Figure 1. Sequential cells grouped by signal name.
Other sequential cells in the stronger gray, the rest of the logic in the fainter gray.
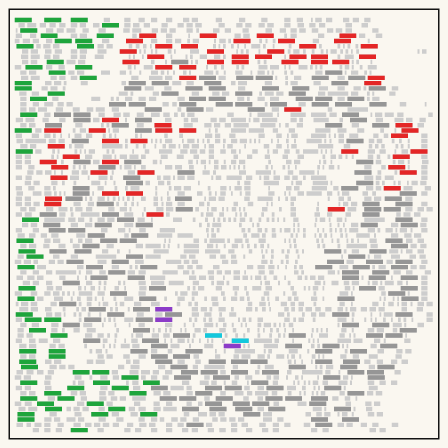
Figure 2. Routed metal, one color a layer.
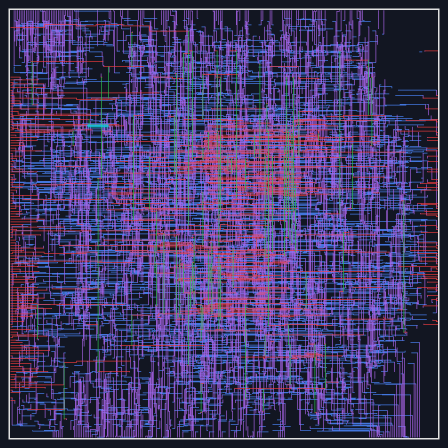
Figure 3. Logic cells by family.
Scale bar: 50 um.
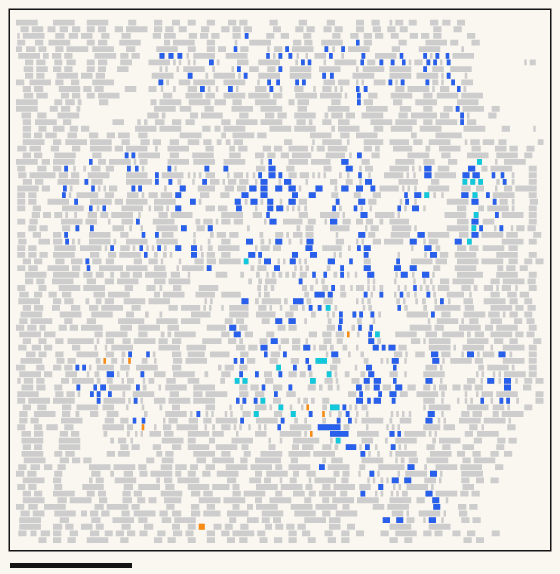
Figure 4. Ports around the boundary.
Pins as bars across the die edge, other pins in gray.
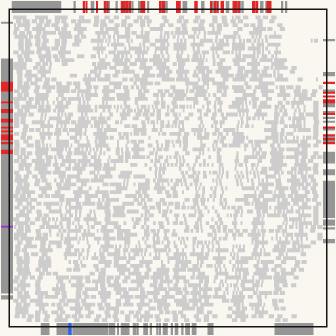
[config.mk]
export PLATFORM = sky130hd
export DESIGN_NAME = load_store_unit
export DESIGN_NICKNAME = d
export VERILOG_FILES = /design/src/rtl/load_store_unit.sv
export SDC_FILE = /design/constraint.sdc
export NUM_CORES = 1
export LEC_CHECK = 0
export CELL_PAD_IN_SITES_DETAIL_PLACEMENT = 1
export CELL_PAD_IN_SITES_GLOBAL_PLACEMENT = 1
export CORE_MARGIN = 2
export CORE_UTILIZATION = 37
export CTS_BUF_LIST = sky130_fd_sc_hd__clkbuf_4 sky130_fd_sc_hd__clkbuf_8
export CTS_CLUSTER_DIAMETER = 30
export DETAILED_ROUTE_END_ITERATION = 6
export GPL_ROUTABILITY_DRIVEN = 0
export GPL_TIMING_DRIVEN = 0
export PLACE_DENSITY_LB_ADDON = 0.1
export SLEW_MARGIN = 20
export SYNTH_ARGS = -nofsm -noshare
export SYNTH_HDL_FRONTEND = slang
export SYNTH_SLANG_ARGS = --single-unit
[constraint.sdc]
create_clock -name clk -period 11.77 [get_ports clk]
set_input_delay 2.9425 -clock clk [delete_from_list [all_inputs] [get_ports clk]]
set_output_delay 2.9425 -clock clk [all_outputs]
set_load 0.02 [all_outputs]
[src/rtl/load_store_unit.sv]
// rtl/load_store_unit.sv - size-aware load/store responder for a doubleword-wide data memory
// Loads are extracted and extended from the addressed lanes; sub-doubleword stores go through read-modify-write.
module load_store_unit #(
  parameter int ADDR_W  = 64,
  parameter int MEM_LAT = 1
) (
  input  logic              clk,
  input  logic              Reset,
  input  logic              req_valid,
  input  logic              req_we,
  input  logic [1:0]        tam,
  input  logic              load_unsigned,
  input  logic [ADDR_W-1:0] addr,
  input  logic [63:0]       wdata,
  output logic              busy,
  output logic              done,
  output logic              misaligned,
  output logic [63:0]       load_data,
  output logic [ADDR_W-1:0] mem_addr,
  output logic              mem_re,
  output logic              mem_we,
  output logic [63:0]       mem_wdata,
  input  logic [63:0]       mem_rdata
);

  localparam logic [2:0] S_IDLE      = 3'd0;
  localparam logic [2:0] S_RD_WAIT   = 3'd1;
  localparam logic [2:0] S_RD_DONE   = 3'd2;
  localparam logic [2:0] S_MERGE     = 3'd3;
  localparam logic [2:0] S_WR_COMMIT = 3'd4;
  localparam logic [2:0] S_ERR       = 3'd5;

  localparam int CNT_W = (MEM_LAT > 1) ? $clog2(MEM_LAT) : 1;

  logic [2:0]       state;
  logic [CNT_W-1:0] cnt;
  logic             r_we;
  logic [1:0]       r_tam;
  logic             r_us;
  logic [2:0]       r_off;
  logic [63:0]      r_wdata;
  logic [63:0]      rdata_q;

  logic             mis_in;
  logic [7:0]       size_be;
  logic [7:0]       lane_be;
  logic [63:0]      lane_mask;
  logic [63:0]      wdata_shift;
  logic [63:0]      merged;
  logic [63:0]      lane;
  logic [63:0]      ext;

  always_comb begin
    mis_in = 1'b0;
    case (tam)
      2'b00:   mis_in = (addr[2:0] != 3'b000);
      2'b01:   mis_in = (addr[1:0] != 2'b00);
      2'b10:   mis_in = addr[0];
      default: mis_in = 1'b0;
    endcase
  end

  // Byte enables of the access, moved to the addressed lane; alignment guarantees no wrap.
  always_comb begin
    size_be = 8'h01;
    case (r_tam)
      2'b00:   size_be = 8'hFF;
      2'b01:   size_be = 8'h0F;
      2'b10:   size_be = 8'h03;
      default: size_be = 8'h01;
    endcase
    lane_be = size_be << r_off;
    lane_mask = 64'd0;
    for (int i = 0; i < 8; i++) begin
      lane_mask[i*8 +: 8] = {8{lane_be[i]}};
    end
    wdata_shift = r_wdata << {r_off, 3'b000};
    merged      = (rdata_q & ~lane_mask) | (wdata_shift & lane_mask);
  end

  always_comb begin
    lane = rdata_q >> {r_off, 3'b000};
    ext  = lane;
    case (r_tam)
      2'b00:   ext = lane;
      2'b01:   ext = r_us ? {32'd0, lane[31:0]} : {{32{lane[31]}}, lane[31:0]};
      2'b10:   ext = r_us ? {48'd0, lane[15:0]} : {{48{lane[15]}}, lane[15:0]};
      default: ext = r_us ? {56'd0, lane[7:0]}  : {{56{lane[7]}},  lane[7:0]};
    endcase
  end

  // Each output is set on the edge that enters the state it belongs to, so everything stays registered.
  always_ff @(posedge clk or posedge Reset) begin
    if (Reset) begin
      state      <= S_IDLE;
      cnt        <= '0;
      r_we       <= 1'b0;
      r_tam      <= 2'b00;
      r_us       <= 1'b0;
      r_off      <= 3'b000;
      r_wdata    <= 64'd0;
      rdata_q    <= 64'd0;
      busy       <= 1'b0;
      done       <= 1'b0;
      misaligned <= 1'b0;
      load_data  <= 64'd0;
      mem_addr   <= '0;
      mem_re     <= 1'b0;
      mem_we     <= 1'b0;
      mem_wdata  <= 64'd0;
    end else begin
      case (state)
        S_IDLE: begin
          if (done) begin
            done <= 1'b0;
            busy <= 1'b0;
          end else if (req_valid) begin
            r_we     <= req_we;
            r_tam    <= tam;
            r_us     <= load_unsigned;
            r_off    <= addr[2:0];
            r_wdata  <= wdata;
            mem_addr <= {addr[ADDR_W-1:3], 3'b000};
            busy     <= 1'b1;
            if (mis_in) begin
              done       <= 1'b1;
              misaligned <= 1'b1;
              state      <= S_ERR;
            end else if (req_we && (tam == 2'b00)) begin
              mem_we    <= 1'b1;
              mem_wdata <= wdata;
              done      <= 1'b1;
              state     <= S_WR_COMMIT;
            end else begin
              mem_re <= 1'b1;
              cnt    <= CNT_W'(MEM_LAT - 1);
              state  <= S_RD_WAIT;
            end
          end
        end
        S_RD_WAIT: begin
          // The strobe cycle itself does not count toward the read latency.
          if (mem_re) begin
            mem_re <= 1'b0;
          end else if (cnt == '0) begin
            rdata_q <= mem_rdata;
            state   <= r_we ? S_MERGE : S_RD_DONE;
          end else begin
            cnt <= cnt - CNT_W'(1);
          end
        end
        S_RD_DONE: begin
          load_data <= ext;
          done      <= 1'b1;
          state     <= S_IDLE;
        end
        S_MERGE: begin
          mem_wdata <= merged;
          mem_we    <= 1'b1;
          done      <= 1'b1;
          state     <= S_WR_COMMIT;
        end
        S_WR_COMMIT: begin
          mem_we <= 1'b0;
          done   <= 1'b0;
          busy   <= 1'b0;
          state  <= S_IDLE;
        end
        S_ERR: begin
          done       <= 1'b0;
          misaligned <= 1'b0;
          busy       <= 1'b0;
          state      <= S_IDLE;
        end
        default: begin
          state <= S_IDLE;
        end
      endcase
    end
  end

endmodule
==> GITHUB_STEP_SUMMARY <==
### Flow metrics

| Metric | Value |
|---|---|
| Status | finished with violations |
| Failing checks | DRC |
| Area Overhead vs Synth | 39.7% |
| Highest metal used | met5 |
| Tcrit/Tclk final | 42.0% |
| Area fraction in compound gates | 15.3% |
| CTS tree | built |
| IO Pins | 396 |
| Antenna violations before repair | 2 |
| Reg2reg path depth | 7 |
| Fin area | 24400 um2 |
| Fillers | 5071 |
| Drc violations | 13 |
| Multi-input gates | 1112 |
| CP required | 12.27 ns |
| Ys cells | 1590 |
| Worst setup EP type | flop |
| Net switching power | 3.85 mW |
| Synth Seq Share | 47.5% |
| Setup_tns | 0 ns |
| Global-route wire length before repair | 113 mm |
| Synth warn | 0 |
| Adder Area Share | 0% |
| Mux share | 24.3% |
| Placed inst area | 22400 um2 |
| Number of cells on the critical path | 7 |
| WHS Endpoint | mem_wdata[62] |
| Net switching fraction of the power | 44.4% |
| Gr usage total | 31.0% |
| Vias per cell | 5.82 |
| CP max FO | 10 |
| Area leader, netlist | dfrtp_1 |
| Unique cell type count in the Yosys netlist | 62 |
| Mapped Cells | 1590 |
| Critical path class | in -> reg |
| Fmax | 202 MHz |
| Clk slew on worst S/H paths | 0.06 ns |
| Synth logic family | multiplexers |
| Grt met3 use | 9.03% |
| RSZ-0062 raised after global routing | no |
| CP Launch Point | tam[1] |
| Total wire length | 76.7 mm |
| Final min period | 4.95 ns |
| Number of non-clock inverters in the layout | 8 |
| Commonest Layout Cell | clkdlybuf4s50_1 |
| WL met2 | 35.6 mm |
| CP startpoint kind | input port |
| Comb. pwr | 4.52 mW |
| Most frequent cells in the layout | 392 x clkdlybuf4s50_1, 332 x dfrtp_1, 225 x mux2_2 |
| Inst Count DP | 2602 |
| Most frequent cell after synthesis | dfrtp_1 |
| Clock root cell | clkbuf_8 |
| Peak supply drop | 191 uV |
| Sequential cell count | 332 |
| Worst Hold Slack | 0.486 ns |
| Gate Area | 8510 um2 |
| H-tree depth | 3 |
| Pwr Density | 355 nW/um2 |
| Crit path max-delay family | buffers and inverters |
| Mapped cell area | 17500 um2 |
| Total gr overflow | 0 |
| Top cells by area, synth | dfrtp_1 47%, mux2_2 14%, mux2i_1 4.9%, mux4_2 4.9%, nand2_1 3.7% |
| Wire per inst | 27.8 um |
| Non-clock buffering overhead | 19.6% |
| Routed met1 length | 30.9 mm |
| Slowest CP cell | clkbuf_1 |
| Simple-Gate Fraction of Synth Area | 9.03% |
| Die y size | 221 um |
| Core Region | 46700 um2 |
| Final slew viol count | 0 |
| CTS Hold Bufs | 0 |
| Dominant Register Cell | dfrtp_1 |
| Final setup violation count | 0 |
| Seq/total area | 34.0% |
| Cell mode on critical path | clkbuf_1 |
| Buf+Inv Stages, Crit Path | 3 |
| Clock-cell share | 8.31% |
| Yosys stat area | 17500 um2 |
## Picture notes: Figure 1
legend:
  purple:
    signal: `r_off`
    placed_flops: 3
  red:
    signal: `mem_wdata`
    placed_flops: 64
  cyan:
    signal: `r_tam`
    placed_flops: 2
  green:
    signal: `mem_addr`
    placed_flops: 61
    where: a vertical strip on the left
not colored: 202

## Picture notes: Figure 2
legend:
  blue:
    layer: M1
    wire_length: 30.9 mm
  cyan:
    layer: M5
    wire_length: 9.20 um
  red:
    layer: M3
    wire_length: 7630 um
  green:
    layer: M4
    wire_length: 2570 um
  purple:
    layer: M2
    wire_length: 35.6 mm

## Picture notes: Figure 3
legend:
  blue:
    family: aoi and oai cells
    cells: 326
  cyan:
    family: and/or cells
    cells: 24
  orange:
    family: inv cells
    cells: 8

## Picture notes: Figure 4
legend:
  blue:
    port: `tam`
    pins: 2
    direction: input
    edge: bottom
  red:
    port: `wdata`
    pins: 64
    direction: input
    edge: 36 top, 18 left, 10 right
  purple:
    port: `req_valid`
    pins: 1
    direction: input
    edge: left

Power is estimated from default activity; no workload was simulated.
